**src/rtl/alu_rr_scheduler.sv**
```systemverilog
// Round-robin scheduler sharing one external combinational ALU between NUM_REQ requesters.
// One op in flight; results return with the requester ID over a valid/ready handshake.
module alu_rr_scheduler #(
    parameter int unsigned NUM_REQ     = 4,
    parameter int unsigned EXEC_CYCLES = 1,
    localparam int unsigned IDW        = $clog2(NUM_REQ)
) (
    input  logic                  clk,
    input  logic                  rst_n,
    input  logic [NUM_REQ-1:0]    req_valid,
    output logic [NUM_REQ-1:0]    req_ready,
    input  logic [3*NUM_REQ-1:0]  req_opcode,
    input  logic [16*NUM_REQ-1:0] req_a,
    input  logic [16*NUM_REQ-1:0] req_b,
    output logic [15:0]           alu_inputA,
    output logic [15:0]           alu_inputB,
    output logic [2:0]            alu_opcode,
    input  logic [31:0]           alu_result,
    output logic                  resp_valid,
    input  logic                  resp_ready,
    output logic [IDW-1:0]        resp_id,
    output logic [31:0]           resp_result,
    output logic                  resp_err,
    output logic                  busy,
    output logic [15:0]           op_count
);

    localparam int unsigned DW  = 16;
    localparam int unsigned OPW = 3;
    localparam int unsigned CW  = 4;
    localparam logic [OPW-1:0] OP_ILLEGAL = 3'b111;

    typedef enum logic [1:0] {
        IDLE = 2'd0,
        EXEC = 2'd1,
        RESP = 2'd2
    } state_t;

    state_t              state;
    state_t              state_next;
    logic [IDW-1:0]      rr_ptr;
    logic [IDW-1:0]      rr_next;
    logic [CW-1:0]       wait_cnt;
    logic [IDW-1:0]      win;
    logic                win_found;
    int unsigned         idx;
    logic                accept;
    logic                handshake;
    logic                illegal;
    logic [OPW-1:0]      op_arr [NUM_REQ];
    logic [DW-1:0]       a_arr  [NUM_REQ];
    logic [DW-1:0]       b_arr  [NUM_REQ];
    logic [OPW-1:0]      sel_op;
    logic [DW-1:0]       sel_a;
    logic [DW-1:0]       sel_b;

    // Unpack the flat request buses into per-requester fields.
    for (genvar g = 0; g < NUM_REQ; g++) begin : g_unpack
        assign op_arr[g] = req_opcode[g*OPW +: OPW];
        assign a_arr[g]  = req_a[g*DW +: DW];
        assign b_arr[g]  = req_b[g*DW +: DW];
    end

    // First valid requester at or after rr_ptr, wrapping around.
    always_comb begin : arb
        win       = '0;
        win_found = 1'b0;
        idx       = 0;
        for (int unsigned k = 0; k < NUM_REQ; k++) begin
            idx = 32'(rr_ptr) + k;
            if (idx >= NUM_REQ) begin
                idx = idx - NUM_REQ;
            end
            if (!win_found && req_valid[IDW'(idx)]) begin
                win_found = 1'b1;
                win       = IDW'(idx);
            end
        end
    end

    assign sel_op    = op_arr[win];
    assign sel_a     = a_arr[win];
    assign sel_b     = b_arr[win];
    assign illegal   = (sel_op == OP_ILLEGAL);
    assign rr_next   = (win == IDW'(NUM_REQ - 1)) ? '0 : win + IDW'(1);
    // Grant is combinational but forced off while reset is asserted.
    assign req_ready = (rst_n && (state == IDLE) && win_found) ? (NUM_REQ'(1) << win) : '0;
    assign accept    = |(req_valid & req_ready);
    assign handshake = resp_valid && resp_ready;

    always_comb begin : fsm_next
        state_next = state;
        case (state)
            IDLE: if (accept) state_next = illegal ? RESP : EXEC;
            EXEC: if (wait_cnt == '0) state_next = RESP;
            RESP: if (handshake) state_next = IDLE;
            default: state_next = IDLE;
        endcase
    end

    always_ff @(posedge clk or negedge rst_n) begin : regs
        if (!rst_n) begin
            state       <= IDLE;
            rr_ptr      <= '0;
            wait_cnt    <= '0;
            alu_inputA  <= '0;
            alu_inputB  <= '0;
            alu_opcode  <= '0;
            resp_valid  <= 1'b0;
            resp_id     <= '0;
            resp_result <= '0;
            resp_err    <= 1'b0;
            busy        <= 1'b0;
            op_count    <= '0;
        end else begin
            state      <= state_next;
            busy       <= (state_next != IDLE);
            resp_valid <= (state_next == RESP);
            case (state)
                IDLE: begin
                    if (accept) begin
                        rr_ptr   <= rr_next;
                        resp_id  <= win;
                        wait_cnt <= CW'(EXEC_CYCLES - 1);
                        // Illegal opcodes never reach the ALU; answer with an error at once.
                        if (illegal) begin
                            resp_result <= '0;
                            resp_err    <= 1'b1;
                        end else begin
                            alu_opcode <= sel_op;
                            alu_inputA <= sel_a;
                            alu_inputB <= sel_b;
                        end
                    end
                end
                EXEC: begin
                    if (wait_cnt == '0) begin
                        resp_result <= alu_result;
                        resp_err    <= 1'b0;
                    end else begin
                        wait_cnt <= wait_cnt - CW'(1);
                    end
                end
                RESP: begin
                    if (handshake) begin
                        op_count <= op_count + 16'd1;
                    end
                end
                default: ;
            endcase
        end
    end

endmodule
```
**config.mk**
```make
export PLATFORM = sky130hd
export DESIGN_NAME = alu_rr_scheduler
export DESIGN_NICKNAME = d
export VERILOG_FILES = /design/src/rtl/alu_rr_scheduler.sv
export SDC_FILE = /design/constraint.sdc
export NUM_CORES = 1
export LEC_CHECK = 0
export CAP_MARGIN = 20
export CORE_MARGIN = 8
export CORE_UTILIZATION = 42
export DETAILED_ROUTE_END_ITERATION = 6
export GPL_TIMING_DRIVEN = 0
export HOLD_SLACK_MARGIN = 0.05
export PLACE_DENSITY_LB_ADDON = 0.2
export SYNTH_ARGS = -nofsm -noshare
export SYNTH_HDL_FRONTEND = slang
export SYNTH_SLANG_ARGS = --single-unit
```
**constraint.sdc**
```tcl
create_clock -name clk -period 9.6 [get_ports clk]
set_clock_uncertainty 0.1 [all_clocks]
set_input_delay 2.88 -clock clk [delete_from_list [all_inputs] [get_ports clk]]
set_output_delay 2.88 -clock clk [all_outputs]
set_load 0.03 [all_outputs]
```
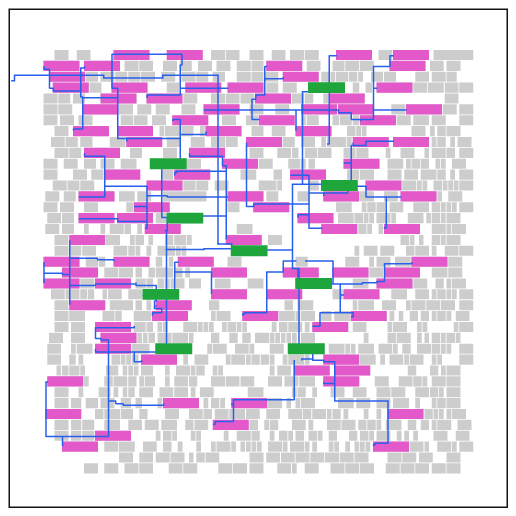
Figure 1: routed clock nets over the placement.
Scale: 4 px per um.
Key: clock wires = blue [length 1200 um]; flip-flops = magenta [count 96]; cells driving clock nets = green [count 9]
There are 10 routed clock nets.

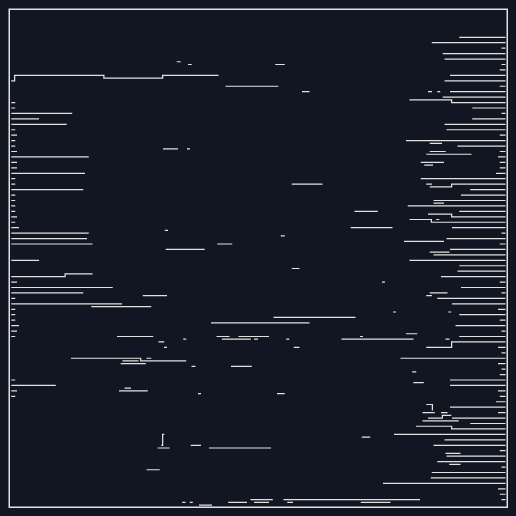
Figure 2: met3 routing.
Scale: 4 px per um.
The wires run mostly horizontal. The longest straight run is 33.8 um. The layer carries 1640 um of wire. 178 nets have wire on it.

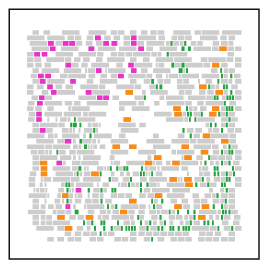
Figure 3: gate-type map.
Scale: 2 px per um.
Key: NAND gates = green [cells 157]; AND-OR and OR-AND gates = magenta [cells 36]; multiplexers = orange [cells 37]

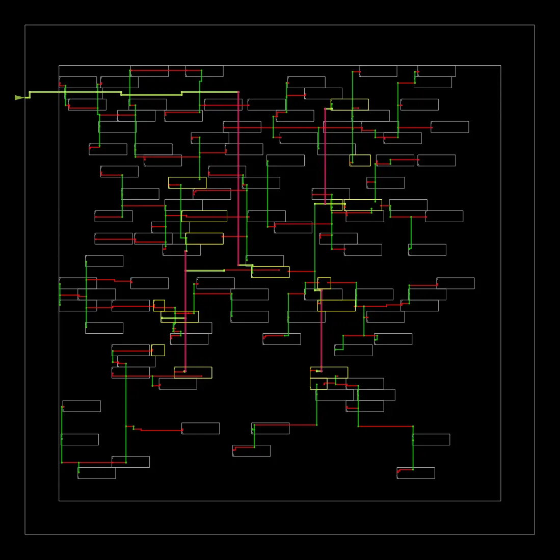
Figure 4: clock routing.
clock buffers created by TritonCTS: 9
number of clock sinks seen by CTS: 96
tally of clock buffers in the finished layout: 10
Clock net power: 375 uW
clock network latency to the later pin of the worst-skew pair: 0.34 ns

==> metrics.csv <==
stage;metric;value;unit
clocking;Post-CTS Setup Bufs;0;
timing;Setup WS post-layout;0.604;ns
synth;synthesized-area fraction occupied by and/or/nand/nor cells;20.3;%
worst_hold_path;Hold EP;op_count[15];
synth;count of cell types in the netlist;44;
worst_setup_path;critical path launch point;req_valid[0];
placed_design;count of port buffers added during placement;270;
final_layout;final antenna diode count;0;
timing;Worst-Margin Slew;0.741;ns
power;leakage power;3.56;nW
clocking;CTS hold repair buffers;0;
timing;Setup violations, final;0;
global_routing;first-pass GRT wire length;28800;um
timing;setup TNS;0;ns
drt;routed wire length per instance;20.3;um
worst_setup_path;Crit path largest cell delay;0.72;ns
power;internal power;1.38;mW
synth;cell with the most instances after synthesis;nand2_1;
status;status;finished, final reports clean;
drt;antenna violation net count after detailed routing;0;
timing;post-layout period usage of the worst path;93.7;%
synth;MUX share of area;8.41;%
clocking;Clock Tree Root;clkbuf_16;
synth;flip-flop cell with the highest count after synthesis;dfrtp_1;
drt;vias per cell;5.41;
timing;unrepaired setup endpoints after global routing;no;
worst_setup_path;arrival time of data at the critical path endpoint;6.02;ns
synth;cell types with the highest counts after synthesis;nand2_1, dfrtp_1, and3_1, a22o_1, a31oi_1;
drt;Routed WL;19100;um
placed_design;worst slack, placed;0.637;ns
synth;Synth async-reset ratio;100;%
power;power drawn by the combinational cells;1.38;mW
final_layout;share of the core filled with cells in the final layout;71.2;%
synth;area fraction in compound gates;13.6;%
power;VDD IR-drop max;0.000197;V
worst_setup_path;worst r2r dst;resp_result[7];
power;fraction of power consumed by combinational cells;57.0;%
timing;Max Transition Viols Final;0;
worst_setup_path;worst setup path end;req_ready[3];
floorplanning;area inside the core boundary;11400;um^2
final_layout;Area growth syn-to-layout;65.6;%
power;Tot Pwr;2.42;mW
placed_design;Placement Cell Area;7820;um^2
floorplanning;area of the die;15400;um^2
synth;synthesized-area fraction occupied by adder cells;1.02;%
clocking;clock tree from TritonCTS;built;
synth;sequential element share of the synthesized area;48.9;%
floorplanning;Rows;39;
power;clock network power share;15.5;%
final_layout;largest reg by FF count;resp_result;
power;Power per Cell Area;298;nW/um^2
synth;area fraction in xor and xnor cells;3.03;%
synth;Post-Synthesis Net Count;696;
placed_design;HPWL after detailed placement;15100;um
drt;DRC violations left;0;
synth;netlist area before placement;4910;um^2
drt;Detailed Route Iter0 Violations;253;
worst_setup_path;slowest stage cell, crit path;clkdlybuf4s50_1;
timing;Max-slew headroom;50.5;%
floorplanning;Die X-Extent;124;um
synth;flip-flops with a built-in enable;0;
timing;final hold viol count;0;
floorplanning;FP Core Util;43.0;%
placed_design;placed cell count;927;
synth;largest family of logic cells by area;simple AND/OR/NAND/NOR gates;
worst_setup_path;startpoint of the lowest-slack register-to-register path;rr_ptr[1];
clocking;Resize count post-CTS;0;
drt;via count;5102;
power;Power Sequential;666;uW
clocking;CTS clock-pin slew for the worst setup and hold paths;0.07;ns
-- per-layer routing --
layer	track usage, %	wire length [um]	up-vias
met3	5.71	1640	54
met4	14.4	838	0
met2	39.8	9210	251
met1	28.4	7450	2443
met5	0	0	-
li1	-	-	2354
-- layout make-up --
cell class,count,area [um^2]
buffer,34,178
clock buffer,10,239
clock inverter,6,73.8
fill,887,3290
inverter,12,50.0
multi-input combinational,371,2280
sequential,96,2400
tap,143,179
timing repair buffer,271,2730
-- worst max-delay path: cells and delay by family --
family	cells	cell delay (ns)
buf+inv	6	2.33
compound gates	3	0.40
fa+ha+maj	1	0.27
simple gates	1	0.12
-- logic make-up after synthesis --
logic type / Yosys count
muxes: 37
buffers and inverters: 46
DFF: 96
AOI/OAI and AO/OA: 91
and+or+nand+nor: 222
xor gates and xnor gates: 17
adders and majority gates: 4
Power figures rest on the tool's default switching activity, not on a simulated workload.
